`src/rtl/gate_frame_if.sv`:
```
// Bundle between the frame dispatcher and its environment: the SPI frame
// receiver, the per-module UART TX/RX pairs and the shoot/status outputs.
interface gate_frame_if #(
  parameter int N_CH   = 9,
  parameter int DATA_W = 8
);
  logic                     frame_valid;
  logic                     frame_ready;
  logic [N_CH*DATA_W-1:0]   frame_data;
  logic                     debug_mode;
  logic [N_CH-1:0]          start_tx;
  logic [N_CH*DATA_W-1:0]   data_to_tx;
  logic [N_CH-1:0]          tx_busy;
  logic [N_CH-1:0]          rx_done;
  logic [N_CH*DATA_W-1:0]   data_received;
  logic [N_CH-1:0]          parity_error;
  logic                     shoot;
  logic                     done;
  logic [N_CH-1:0]          ack_fail;
  logic                     timeout_err;
  logic [15:0]              frame_count;

  // Dispatcher side
  modport master (
    input  frame_valid, frame_data, debug_mode, tx_busy,
           rx_done, data_received, parity_error,
    output frame_ready, start_tx, data_to_tx, shoot, done,
           ack_fail, timeout_err, frame_count
  );

  // Environment side (frame source, UARTs, power stage)
  modport slave (
    output frame_valid, frame_data, debug_mode, tx_busy,
           rx_done, data_received, parity_error,
    input  frame_ready, start_tx, data_to_tx, shoot, done,
           ack_fail, timeout_err, frame_count
  );
endinterface

```
`src/rtl/gate_frame_dispatcher.sv`:
```
// Gate frame dispatcher: takes one switching frame (one word per power
// module), starts all UART TX links together, optionally checks the echo from
// every module, then fires one global shoot pulse so all modules switch at
// the same instant.
//
// state    | meaning
// ---------+-------------------------------------------------------------
// IDLE     | frame_ready high, waiting for a frame
// LAUNCH   | start_tx all ones for one cycle
// WAIT_TX  | guard cycle, then wait for every tx_busy to drop
// WAIT_ACK | collect echoes; timeout down-counter running
// SHOOT    | shoot high for SHOOT_LEN cycles
// FINISH   | done high for one cycle, then back to IDLE
module gate_frame_dispatcher #(
  parameter int N_CH        = 9,
  parameter int DATA_W      = 8,
  parameter int SHOOT_LEN   = 4,
  parameter int ACK_EN      = 1,
  parameter int ACK_TIMEOUT = 48000
) (
  input  logic         clk,
  input  logic         reset,
  gate_frame_if.master bus
);

  // One down-counter serves both the ack timeout and the shoot width.
  localparam int CNT_MAX = (ACK_TIMEOUT > SHOOT_LEN) ? ACK_TIMEOUT : SHOOT_LEN;
  localparam int CNT_W   = $clog2(CNT_MAX + 1);
  localparam logic [CNT_W-1:0] TO_LOAD = CNT_W'(ACK_TIMEOUT - 1);
  localparam logic [CNT_W-1:0] SH_LOAD = CNT_W'(SHOOT_LEN - 1);
  localparam logic [CNT_W-1:0] CNT_ONE = CNT_W'(1);
  localparam logic [N_CH-1:0]  ALL_CH  = {N_CH{1'b1}};

  typedef enum logic [2:0] {
    IDLE     = 3'd0,
    LAUNCH   = 3'd1,
    WAIT_TX  = 3'd2,
    WAIT_ACK = 3'd3,
    SHOOT    = 3'd4,
    FINISH   = 3'd5
  } state_t;

  state_t           state;
  logic [CNT_W-1:0] cnt;
  logic             guard;
  logic             dbg;
  logic [N_CH-1:0]  seen;

  logic [N_CH-1:0]  take;
  logic [N_CH-1:0]  bad;
  logic [N_CH-1:0]  seen_nx;
  logic [N_CH-1:0]  fail_nx;

  // Per-channel echo qualification: only the first rx_done of a channel
  // counts; a parity error or a word that differs from what was sent fails it.
  always_comb begin
    take = '0;
    bad  = '0;
    for (int i = 0; i < N_CH; i++) begin
      take[i] = bus.rx_done[i] & ~seen[i];
      bad[i]  = take[i] & (bus.parity_error[i] |
                (bus.data_received[i*DATA_W +: DATA_W] != bus.data_to_tx[i*DATA_W +: DATA_W]));
    end
    seen_nx = seen | take;
    fail_nx = bus.ack_fail | bad;
  end

  // Sequencer with registered outputs; reset discards any in-flight frame.
  always_ff @(posedge clk) begin
    if (reset) begin
      state           <= IDLE;
      cnt             <= '0;
      guard           <= 1'b0;
      dbg             <= 1'b0;
      seen            <= '0;
      bus.frame_ready <= 1'b0;
      bus.start_tx    <= '0;
      bus.data_to_tx  <= '0;
      bus.shoot       <= 1'b0;
      bus.done        <= 1'b0;
      bus.ack_fail    <= '0;
      bus.timeout_err <= 1'b0;
      bus.frame_count <= '0;
    end else begin
      case (state)
        IDLE: begin
          if (bus.frame_valid && bus.frame_ready) begin
            bus.frame_ready <= 1'b0;
            bus.data_to_tx  <= bus.frame_data;
            dbg             <= bus.debug_mode;
            bus.ack_fail    <= '0;
            bus.timeout_err <= 1'b0;
            seen            <= '0;
            bus.start_tx    <= ALL_CH;
            state           <= LAUNCH;
          end else begin
            bus.frame_ready <= 1'b1;
          end
        end

        LAUNCH: begin
          bus.start_tx <= '0;
          guard        <= 1'b1;
          state        <= WAIT_TX;
        end

        WAIT_TX: begin
          // The UARTs raise busy one cycle after start, so the first cycle
          // here cannot be trusted.
          if (guard) begin
            guard <= 1'b0;
          end else if (bus.tx_busy == '0) begin
            if (ACK_EN != 0) begin
              cnt   <= TO_LOAD;
              state <= WAIT_ACK;
            end else if (dbg) begin
              bus.done <= 1'b1;
              state    <= FINISH;
            end else begin
              bus.shoot       <= 1'b1;
              bus.frame_count <= bus.frame_count + 16'd1;
              cnt             <= SH_LOAD;
              state           <= SHOOT;
            end
          end
        end

        WAIT_ACK: begin
          seen         <= seen_nx;
          bus.ack_fail <= fail_nx;
          // A complete echo set takes priority over a timeout in the same cycle.
          if (seen_nx == ALL_CH) begin
            if ((fail_nx != '0) || dbg) begin
              bus.done <= 1'b1;
              state    <= FINISH;
            end else begin
              bus.shoot       <= 1'b1;
              bus.frame_count <= bus.frame_count + 16'd1;
              cnt             <= SH_LOAD;
              state           <= SHOOT;
            end
          end else if (cnt == '0) begin
            bus.timeout_err <= 1'b1;
            bus.ack_fail    <= fail_nx | ~seen_nx;
            bus.done        <= 1'b1;
            state           <= FINISH;
          end else begin
            cnt <= cnt - CNT_ONE;
          end
        end

        SHOOT: begin
          if (cnt == '0) begin
            bus.shoot <= 1'b0;
            bus.done  <= 1'b1;
            state     <= FINISH;
          end else begin
            cnt <= cnt - CNT_ONE;
          end
        end

        FINISH: begin
          bus.done        <= 1'b0;
          bus.frame_ready <= 1'b1;
          state           <= IDLE;
        end

        default: state <= IDLE;
      endcase
    end
  end

endmodule

```
`src/flat_wrapper.sv`:
```
// flat-port wrapper written by rule: the top's interface ports become plain ports
module gate_frame_dispatcher_flat 
#(
  parameter int N_CH        = 9,
  parameter int DATA_W      = 8,
  parameter int SHOOT_LEN   = 4,
  parameter int ACK_EN      = 1,
  parameter int ACK_TIMEOUT = 48000
)
  (clk, reset, bus_frame_valid, bus_frame_data, bus_debug_mode, bus_tx_busy, bus_rx_done, bus_data_received, bus_parity_error, bus_frame_ready, bus_start_tx, bus_data_to_tx, bus_shoot, bus_done, bus_ack_fail, bus_timeout_err, bus_frame_count);
  gate_frame_if #(.N_CH(N_CH), .DATA_W(DATA_W)) bus_i ();
  input  logic clk;
  input  logic reset;
  input wire logic [$bits(bus_i.frame_valid)-1:0] bus_frame_valid;
  input wire logic [$bits(bus_i.frame_data)-1:0] bus_frame_data;
  input wire logic [$bits(bus_i.debug_mode)-1:0] bus_debug_mode;
  input wire logic [$bits(bus_i.tx_busy)-1:0] bus_tx_busy;
  input wire logic [$bits(bus_i.rx_done)-1:0] bus_rx_done;
  input wire logic [$bits(bus_i.data_received)-1:0] bus_data_received;
  input wire logic [$bits(bus_i.parity_error)-1:0] bus_parity_error;
  output wire logic [$bits(bus_i.frame_ready)-1:0] bus_frame_ready;
  output wire logic [$bits(bus_i.start_tx)-1:0] bus_start_tx;
  output wire logic [$bits(bus_i.data_to_tx)-1:0] bus_data_to_tx;
  output wire logic [$bits(bus_i.shoot)-1:0] bus_shoot;
  output wire logic [$bits(bus_i.done)-1:0] bus_done;
  output wire logic [$bits(bus_i.ack_fail)-1:0] bus_ack_fail;
  output wire logic [$bits(bus_i.timeout_err)-1:0] bus_timeout_err;
  output wire logic [$bits(bus_i.frame_count)-1:0] bus_frame_count;
  assign bus_i.frame_valid = bus_frame_valid;
  assign bus_i.frame_data = bus_frame_data;
  assign bus_i.debug_mode = bus_debug_mode;
  assign bus_i.tx_busy = bus_tx_busy;
  assign bus_i.rx_done = bus_rx_done;
  assign bus_i.data_received = bus_data_received;
  assign bus_i.parity_error = bus_parity_error;
  assign bus_frame_ready = bus_i.frame_ready;
  assign bus_start_tx = bus_i.start_tx;
  assign bus_data_to_tx = bus_i.data_to_tx;
  assign bus_shoot = bus_i.shoot;
  assign bus_done = bus_i.done;
  assign bus_ack_fail = bus_i.ack_fail;
  assign bus_timeout_err = bus_i.timeout_err;
  assign bus_frame_count = bus_i.frame_count;
  gate_frame_dispatcher #(.N_CH(N_CH), .DATA_W(DATA_W), .SHOOT_LEN(SHOOT_LEN), .ACK_EN(ACK_EN), .ACK_TIMEOUT(ACK_TIMEOUT)) u_core (.clk(clk), .reset(reset), .bus(bus_i));
endmodule
```
`config.mk`:
```
export PLATFORM = sky130hd
export DESIGN_NAME = gate_frame_dispatcher_flat
export DESIGN_NICKNAME = d
export VERILOG_FILES = /design/src/rtl/gate_frame_if.sv /design/src/rtl/gate_frame_dispatcher.sv /design/src/flat_wrapper.sv
export SDC_FILE = /design/constraint.sdc
export NUM_CORES = 1
export LEC_CHECK = 0
export CAP_MARGIN = 20
export CORE_MARGIN = 2
export CORE_UTILIZATION = 25
export CTS_BUF_LIST = sky130_fd_sc_hd__clkbuf_4
export DETAILED_ROUTE_END_ITERATION = 7
export GPL_TIMING_DRIVEN = 0
export SLEW_MARGIN = 30
export SYNTH_ARGS = -nofsm -noshare
export SYNTH_HDL_FRONTEND = slang
export SYNTH_SLANG_ARGS = --single-unit
```
`constraint.sdc`:
```
create_clock -name clk -period 7.3 [get_ports clk]
set_clock_uncertainty 0.15 [all_clocks]
set_input_delay 1.095 -clock clk [delete_from_list [all_inputs] [get_ports clk]]
set_output_delay 1.095 -clock clk [all_outputs]
set_load 0.01 [all_outputs]
```
Fig. 1: where the registers sit
Drawn at 3 px/µm. Other sequential cells in the stronger grey, the rest of the logic in the fainter grey.
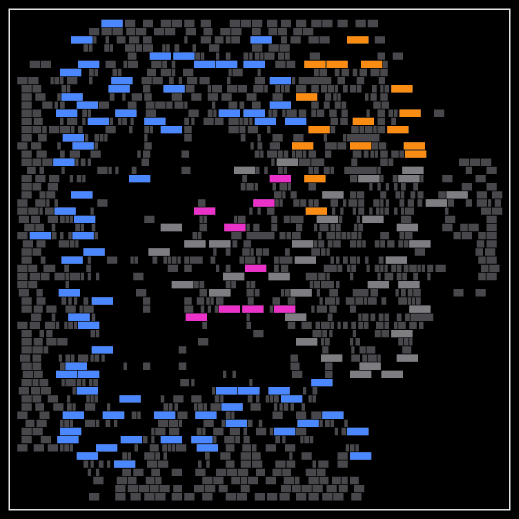
Key: u_core.bus.data_to_tx = blue [sequential cells 72]; u_core.seen = magenta [sequential cells 9, where centre]; u_core.bus.frame_count = orange [sequential cells 16]
Reg area: 2640 µm²
Seq group: 810 µW
post-layout util: 0.391
Seq/total area: 0.260

Fig. 2: routed metal, one colour a layer
Drawn at 2 px/µm. Only two layers are drawn.
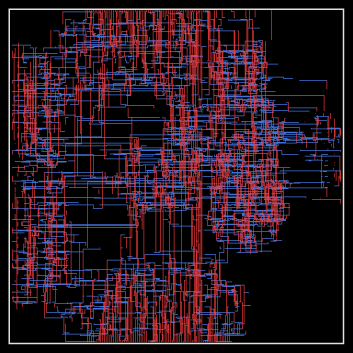
Key: metal 1 = blue [wire length 10700 µm]; metal 2 = red [wire length 12400 µm]
Total GRT Usage: 0.177
Final Routed Wirelength: 24900 µm
Via Count: 7235
wire length per cell: 16.7 µm

==> results.json <==
{
  "die_y_um": 166,
  "numClockSinks": 132,
  "ios": 285,
  "ys_ff": 132,
  "ys_top_logic_family": "simple AND/OR/NAND/NOR gates",
  "yosys.area_share.aoi": 0.193,
  "cts_root_buffer": "clkbuf_4",
  "cts_resized": 0,
  "hold_class": "flop to flop",
  "path_depth": 9,
  "synthToLayoutAreaGrowth_pct": 54.3,
  "simple_gate_area_frac": 0.249,
  "path_class": "input port to flop",
  "ys_warn_count": 0,
  "warning_count": 28,
  "lay_top_cells": "clkdlybuf4s50_1 (284), nand2_1 (175), dfxtp_1 (132)",
  "use_met1": 0.216,
  "yosysMostFrequentCell": "nand2_1",
  "hold_start": "u_core.dbg",
  "dp_hpwl_um": 19300,
  "ys.flop_type": "dfxtp_1",
  "path_delay_family": "simple AND/OR/NAND/NOR gates",
  "finalSetupViolCount": 0,
  "port_buffers": 284,
  "regMostFlops": "u_core.bus.data_to_tx",
  "seqPwrFrac": 0.398,
  "synth_top_cell_by_area": "dfxtp_1",
  "netlist.area_leader.share": 0.401,
  "ys_chip_area_um2": 6590,
  "drive_above_1_share": 0.0448,
  "path_max_fanout": 10,
  "arrival_ns": 4.12,
  "fmax_ghz": 0.261,
  "area_leaders": "dfxtp_1 (40%), nand2_1 (10%), a21oi_1 (9.0%), xor2_1 (7.8%), clkbuf_1 (2.7%)",
  "timing.rr.start": "u_core.bus.data_to_tx[55]",
  "highest_layer": "met4",
  "cts_setup_buffers": 0,
  "core.rowCount": 59,
  "synth_adder_area_share": 0.00570,
  "yosysCellCount": 845,
  "vias_per_cell": 4.83,
  "ff2ff_path_depth": 8,
  "grt_pass1_wl_um": 38900,
  "place_inst": 1464,
  "ys_async_sr_fraction": 0,
  "rsz0062_at_grt": "false",
  "cts_tree": "done",
  "cts_buffer_depth": 2,
  "pwr_density_cell_nw_per_um2": 200,
  "crit_required_ns": 7.59,
  "crit_chain": "clkdlybuf4s50_1, xor2_1, nor4_1, a311oi_1, nor4_2, nand4_2, buf_6, nor4_1, mux2_1",
  "clk_pin_slew_worst_paths_ns": 0.13,
  "wl_met1_um": 10700,
  "drv_cap": 0,
  "crit_buf_inv": 2,
  "fin_tns_setup_ns": 0,
  "syn_area_um2": 6590,
  "antenna_found_initial": 1,
  "power_frac_comb": 0.331,
  "grt_util_met3": 0.0434,
  "netSwitchingPower_uw": 722,
  "cts_made_buffers": 17,
  "relSlewSlack": 0.413,
  "largest_reg_flops": 72,
  "nets": 1326,
  "htree_levels": 4,
  "die_area_um2": 27700,
  "ys_sh_mux": 0.00475,
  "postCtsHoldBufs": 0,
  "start_kind": "input port",
  "powerClk_uw": 552,
  "worst_r2r_endpoint": "u_core.bus.frame_count[15]",
  "yosys-top-cells-count": "nand2_1 (175), dfxtp_1 (132), a21oi_1 (119)",
  "use_met2": 0.310,
  "final_cells": 1497,
  "hold_depth": 2,
  "layout_top_cell": "clkdlybuf4s50_1",
  "grt-busiest-layer": "met2",
  "clkLatencyLatePin_ns": 0.55,
  "largestPowerGroup": "sequential cells",
  "coreArea_um2": 26000,
  "initialDrtViolationCount": 293,
  "tightest_slew_ns": 0.874,
  "status": "finished, final reports clean",
  "initCoreUtil": 0.254,
  "yosys.area_share.xor_xnor": 0.0984,
  "edf_count": 0,
  "total_power_mw": 2.04,
  "slowest_delay_ns": 0.55,
  "crit_start": "bus_data_received[55]",
  "grt_max_degree": 17,
  "yosysUniqueCellTypes": 55,
  "first_pass_iters": 5,
  "sw_frac_of_total": 0.355,
  "p_int_mw": 1.31,
  "drcViolationCount": 0,
  "dieWidth_um": 166,
  "fin_crit_sh": 0.525,
  "reg2reg_slack_ns": 4.06,
  "power_frac_clock": 0.271,
  "synth_nets": 1023,
  "pwr.group.combinational_uw": 674,
  "slew_viol_final": 0,
  "top_regs": "u_core.bus.data_to_tx: 72 flops, u_core.bus.frame_count: 16 flops, u_core.cnt: 16 flops",
  "crit_path_end": "u_core.bus.frame_count[15]",
  "endpoint_kind": "flop",
  "route.met3.wl_um": 1480,
  "syn_avg_cell_area_um2": 7.80,
  "gp_congestion": 0.811,
  "cp_slowest_cell": "nor4_2",
  "peakVddDrop_mv": 0.0938,
  "syn-instance-count": 845,
  "leakagePower_nw": 3.58
}
## metrics by stage
step / setup WS (ns) / utilization / instance area (µm²) / hold WS (ns)
final: 3.47 / 0.391 / 10200 / 0.314
after global routing: 3.31 / 0.391 / 10200 / 0.363
after CTS: 3.42 / 0.391 / 10200 / 0.316
after detailed placement: 2.81 / 0.379 / 9850 / 0.298
after global placement: 2.91 / 0.379 / 9850 / 0.298
after floorplan: 3.97 / - / 6590 / 0.287
## tightest hold or removal path, cell delays in order, from the launching register on
cell,delay (ns)
dfxtp_1,0.33
nand2_1,0.05
a21oi_1,0.05
## cell type report
class	instances	area [µm²]
fillers	2738	15800
clock inverters	14	178
diodes	1	2.50
flip-flops and latches	132	2640
inverters	18	67.6
plain buffers	57	251
multi-input cells	638	3630
repair buffers	284	2840
clock buffers	18	135
well taps	335	419
No activity file was given, so power comes from the tool's default toggle rates.
